===== src/rtl/dvp_transmitter.sv =====
// AXI4-Stream (8-bit, tuser=SOF, tlast=EOF) to DVP parallel video output.
// Frame timing is fixed by parameters; stream stalls become underrun slots.
`timescale 1ns/1ps
module dvp_transmitter #(
  parameter int H_ACTIVE    = 640,
  parameter int V_ACTIVE    = 480,
  parameter int H_BLANK     = 16,
  parameter int VSYNC_WIDTH = 4,
  parameter int V_BACK      = 8,
  parameter int V_FRONT     = 8
) (
  input  logic       pclk,
  input  logic       rst,
  input  logic [7:0] s_tdata,
  input  logic       s_tvalid,
  output logic       s_tready,
  input  logic       s_tlast,
  input  logic       s_tuser,
  output logic [7:0] dout,
  output logic       href,
  output logic       vsync,
  output logic       underrun,
  output logic       frame_err
);

  function automatic int max2(input int a, input int b);
    return (a > b) ? a : b;
  endfunction

  localparam int TMAX  = max2(max2(max2(H_ACTIVE, H_BLANK), max2(VSYNC_WIDTH, V_BACK)),
                              max2(V_FRONT, 2));
  localparam int CW    = $clog2(TMAX);
  localparam int LW    = $clog2(max2(V_ACTIVE, 2));
  localparam int FRAME = H_ACTIVE * V_ACTIVE;
  localparam int BW    = $clog2(max2(FRAME, 2));

  localparam logic [CW-1:0] H_LAST  = CW'(H_ACTIVE - 1);
  localparam logic [CW-1:0] HB_LAST = CW'(H_BLANK - 1);
  localparam logic [CW-1:0] VS_LAST = CW'(VSYNC_WIDTH - 1);
  localparam logic [CW-1:0] VB_LAST = CW'(V_BACK - 1);
  localparam logic [CW-1:0] VF_LAST = CW'(V_FRONT - 1);
  localparam logic [LW-1:0] L_LAST  = LW'(V_ACTIVE - 1);
  localparam logic [BW-1:0] B_LAST  = BW'(FRAME - 1);

  typedef enum logic [2:0] {
    S_IDLE, S_VSYNC, S_VBACK, S_LINE, S_HBLANK, S_VFRONT
  } state_e;

  state_e        state_q, state_d;
  logic [CW-1:0] cnt_q, cnt_d;
  logic [LW-1:0] line_q, line_d;
  logic [BW-1:0] beat_q, beat_d;
  logic [7:0]    dout_q, dout_d;
  logic          href_q, href_d;
  logic          vsync_q, vsync_d;
  logic          underrun_q, underrun_d;
  logic          frame_err_q, frame_err_d;

  always_ff @(posedge pclk) begin
    if (rst) begin
      state_q     <= S_IDLE;
      cnt_q       <= '0;
      line_q      <= '0;
      beat_q      <= '0;
      dout_q      <= '0;
      href_q      <= 1'b0;
      vsync_q     <= 1'b0;
      underrun_q  <= 1'b0;
      frame_err_q <= 1'b0;
    end else begin
      state_q     <= state_d;
      cnt_q       <= cnt_d;
      line_q      <= line_d;
      beat_q      <= beat_d;
      dout_q      <= dout_d;
      href_q      <= href_d;
      vsync_q     <= vsync_d;
      underrun_q  <= underrun_d;
      frame_err_q <= frame_err_d;
    end
  end

  always_comb begin
    state_d     = state_q;
    cnt_d       = cnt_q + CW'(1);
    line_d      = line_q;
    beat_d      = beat_q;
    dout_d      = '0;
    href_d      = 1'b0;
    vsync_d     = 1'b0;
    underrun_d  = 1'b0;
    frame_err_d = 1'b0;
    s_tready    = 1'b0;
    unique case (state_q)
      S_IDLE: begin
        // SOF beat is held (not consumed) until the first LINE slot.
        s_tready = ~s_tuser;
        cnt_d    = '0;
        if (s_tvalid && s_tuser) begin
          state_d = S_VSYNC;
          line_d  = '0;
          beat_d  = '0;
        end
      end
      S_VSYNC: begin
        vsync_d = 1'b1;
        if (cnt_q == VS_LAST) begin
          state_d = S_VBACK;
          cnt_d   = '0;
        end
      end
      S_VBACK: begin
        if (cnt_q == VB_LAST) begin
          state_d = S_LINE;
          cnt_d   = '0;
        end
      end
      S_LINE: begin
        s_tready = 1'b1;
        href_d   = 1'b1;
        if (s_tvalid) begin
          dout_d      = s_tdata;
          frame_err_d = (s_tuser && (beat_q != '0)) || (s_tlast != (beat_q == B_LAST));
          if (beat_q != B_LAST) beat_d = beat_q + BW'(1);
        end else begin
          underrun_d = 1'b1;
        end
        if (cnt_q == H_LAST) begin
          cnt_d   = '0;
          state_d = (line_q < L_LAST) ? S_HBLANK : S_VFRONT;
        end
      end
      S_HBLANK: begin
        if (cnt_q == HB_LAST) begin
          state_d = S_LINE;
          cnt_d   = '0;
          line_d  = line_q + LW'(1);
        end
      end
      S_VFRONT: begin
        if (cnt_q == VF_LAST) begin
          state_d = S_IDLE;
          cnt_d   = '0;
        end
      end
      default: begin
        state_d = S_IDLE;
        cnt_d   = '0;
      end
    endcase
  end

  assign dout      = dout_q;
  assign href      = href_q;
  assign vsync     = vsync_q;
  assign underrun  = underrun_q;
  assign frame_err = frame_err_q;

endmodule


===== config.mk =====
export PLATFORM = sky130hd
export DESIGN_NAME = dvp_transmitter
export DESIGN_NICKNAME = d
export VERILOG_FILES = /design/src/rtl/dvp_transmitter.sv
export SDC_FILE = /design/constraint.sdc
export NUM_CORES = 1
export LEC_CHECK = 0
export ABC_AREA = 1
export CORE_AREA = 2 2 102 74
export CTS_BUF_LIST = sky130_fd_sc_hd__clkbuf_4
export DETAILED_ROUTE_END_ITERATION = 10
export DIE_AREA = 0 0 104 76
export GPL_TIMING_DRIVEN = 0
export PLACE_DENSITY = 0.61
export SLEW_MARGIN = 20
export SYNTH_ARGS = -nofsm -noshare
export SYNTH_HDL_FRONTEND = slang
export SYNTH_SLANG_ARGS = --single-unit
export TNS_END_PERCENT = 100

===== constraint.sdc =====
create_clock -name pclk -period 3.7 [get_ports pclk]
set_input_delay 0.555 -clock pclk [delete_from_list [all_inputs] [get_ports pclk]]
set_output_delay 0.555 -clock pclk [all_outputs]
set_load 0.1 [all_outputs]

Figure 1. Logic cells by family.
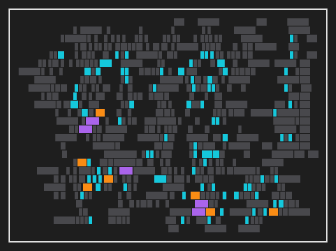
adder and majority cells: drawn in purple, cells 5. NOR gates: drawn in cyan, cells 80. XOR/XNOR gates: drawn in orange, cells 7.

Figure 2. Routing congestion.
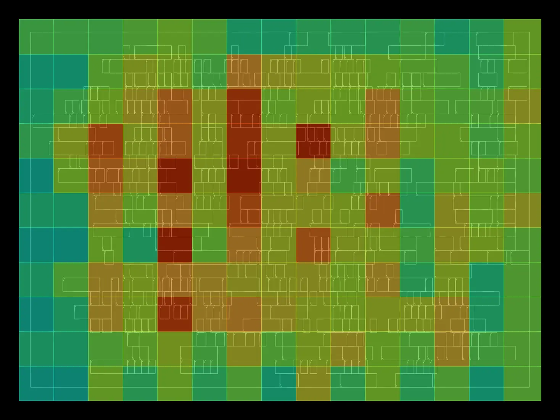
met3 GRT Util: 0.0342
WL per Instance: 12.2 µm
met1 usage in global routing: 0.278

Figure 3. Port wiring.
The bar under the picture is 20 µm long.
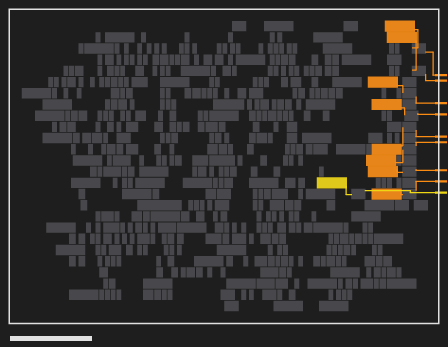
dout: drawn in orange, bits 8, direction output, edge east, end cells 8, wire 80.6 µm. underrun: drawn in yellow, bits 1, direction output, edge east, end cells 1, wire 21.2 µm.

==> run summary <==
Logic power comb -> 0.000626 W
Top Registers -> beat_q (19), cnt_q (10), line_q (9)
Top reg by flops -> beat_q
# clock sinks -> 53
Slowest cell on crit path -> clkdlybuf4s50_1
Max Used Layer -> met4
IO Port Bufs -> 25
asr flop ratio synth -> 0
buffering overhead -> 0.0923
delay-heaviest family, CP -> buffers and inverters
Critical Path Source Type -> flop
worst hold path type -> flop to flop
RR Endpoint -> line_q[2]
Top Layout Cells -> 123 x nand2_1, 67 x inv_1, 61 x nor2_1, 53 x dfxtp_1, 42 x nand3_1
hold_sp -> beat_q[3]
Layout clock area frac -> 0.0239
Int Power -> 0.000945 W
post-route insts no fill -> 603
xor/xnor share -> 0.0201
placed inst area -> 3430 µm²
H-tree depth -> 2
# setup viols final -> 0
Synth Seq Share -> 0.348
Max Freq -> 318 MHz
first-pass GRT wire length -> 12500 µm
post-route cell area -> 3510 µm²
top power consumer group -> sequential cells
die area -> 7900 µm²
vias per cell -> 5.00
Setup crit end -> s_tready
Fill cells -> 740
vias in the first global route -> 2701
Flops -> 53
Clk power -> 0.000342 W
Switching Share -> 0.413
ys cells -> 472
R2R depth -> 8
R2R Setup Slk -> 1.88 ns
cell taking the most area after synthesis -> dfxtp_1
Finished Core Util -> 0.499
run status -> finished, final reports clean
via count -> 3014
Worst Path Max Fanout -> 10
Final Power -> 0.00161 W
Clock transition at path regs -> 0.16 ns
critical path launch point -> state_q[2]
fa+ha+maj area frac -> 0.0205
Synth Warn # -> 0
GRT Overall Usage -> 0.193
area grow syn2layout -> 15.0%
CP max stage delay -> 1.16 ns
ys flops -> 53
HPWL Detailed -> 5540 µm
WL met2 -> 2960 µm
distinct lib cells -> 34
bufs w/o clock -> 36
CTS root buf -> clkbuf_4
Main synth FF type -> dfxtp_1
commonest cells in the netlist -> 123 x nand2_1, 67 x inv_1, 61 x nor2_1
combinational power share -> 0.389
slew of the pin with the lowest slew margin -> 0.981 ns
setup slack after layout -> 0.559 ns
placed insts -> 595
Logic area -> 1640 µm²
GRT Max-Usage Layer -> met2
Figure 4. Close-up of the layout.
The bar under the picture is 10 µm long. Region (14, 6) to (39, 31) µm. Cells in gray, sequential cells in the stronger gray; small squares are vias.
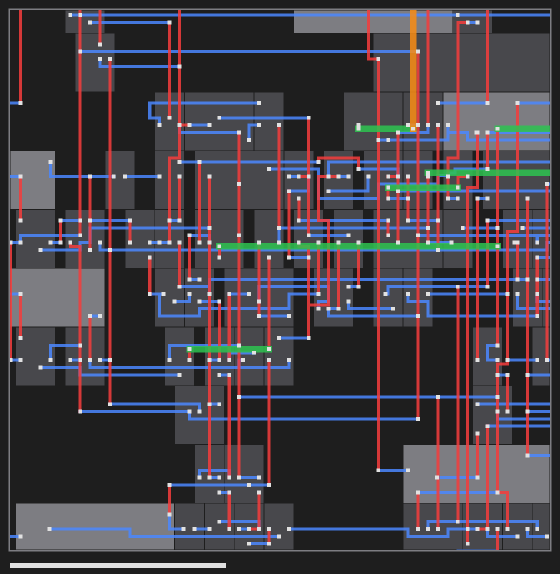
met3: drawn in green. met4: drawn in orange. met1: drawn in blue. met2: drawn in red.
Netlist names of flops here include line_q (4). Most frequent: nand2_1 (16), nor2_1 (9), inv_1 (7). Sequential cells in the window: 4. 57 logic cells have their middle in the window.

Figure 5. Where the registers sit.
The bar under the picture is 20 µm long. Other sequential cells in the stronger gray, the rest of the logic in the fainter gray.
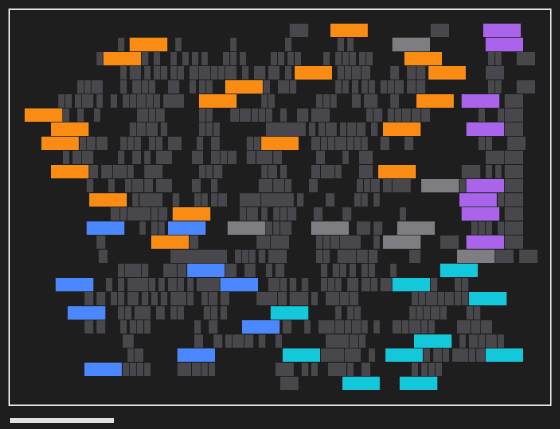
beat_q: drawn in orange, placed flops 19. dout: drawn in purple, placed flops 8. cnt_q: drawn in cyan, placed flops 10. line_q: drawn in blue, placed flops 9.
Another 7 sequential cells are not colored.

Power figures rest on the tool's default switching activity, not on a simulated workload.
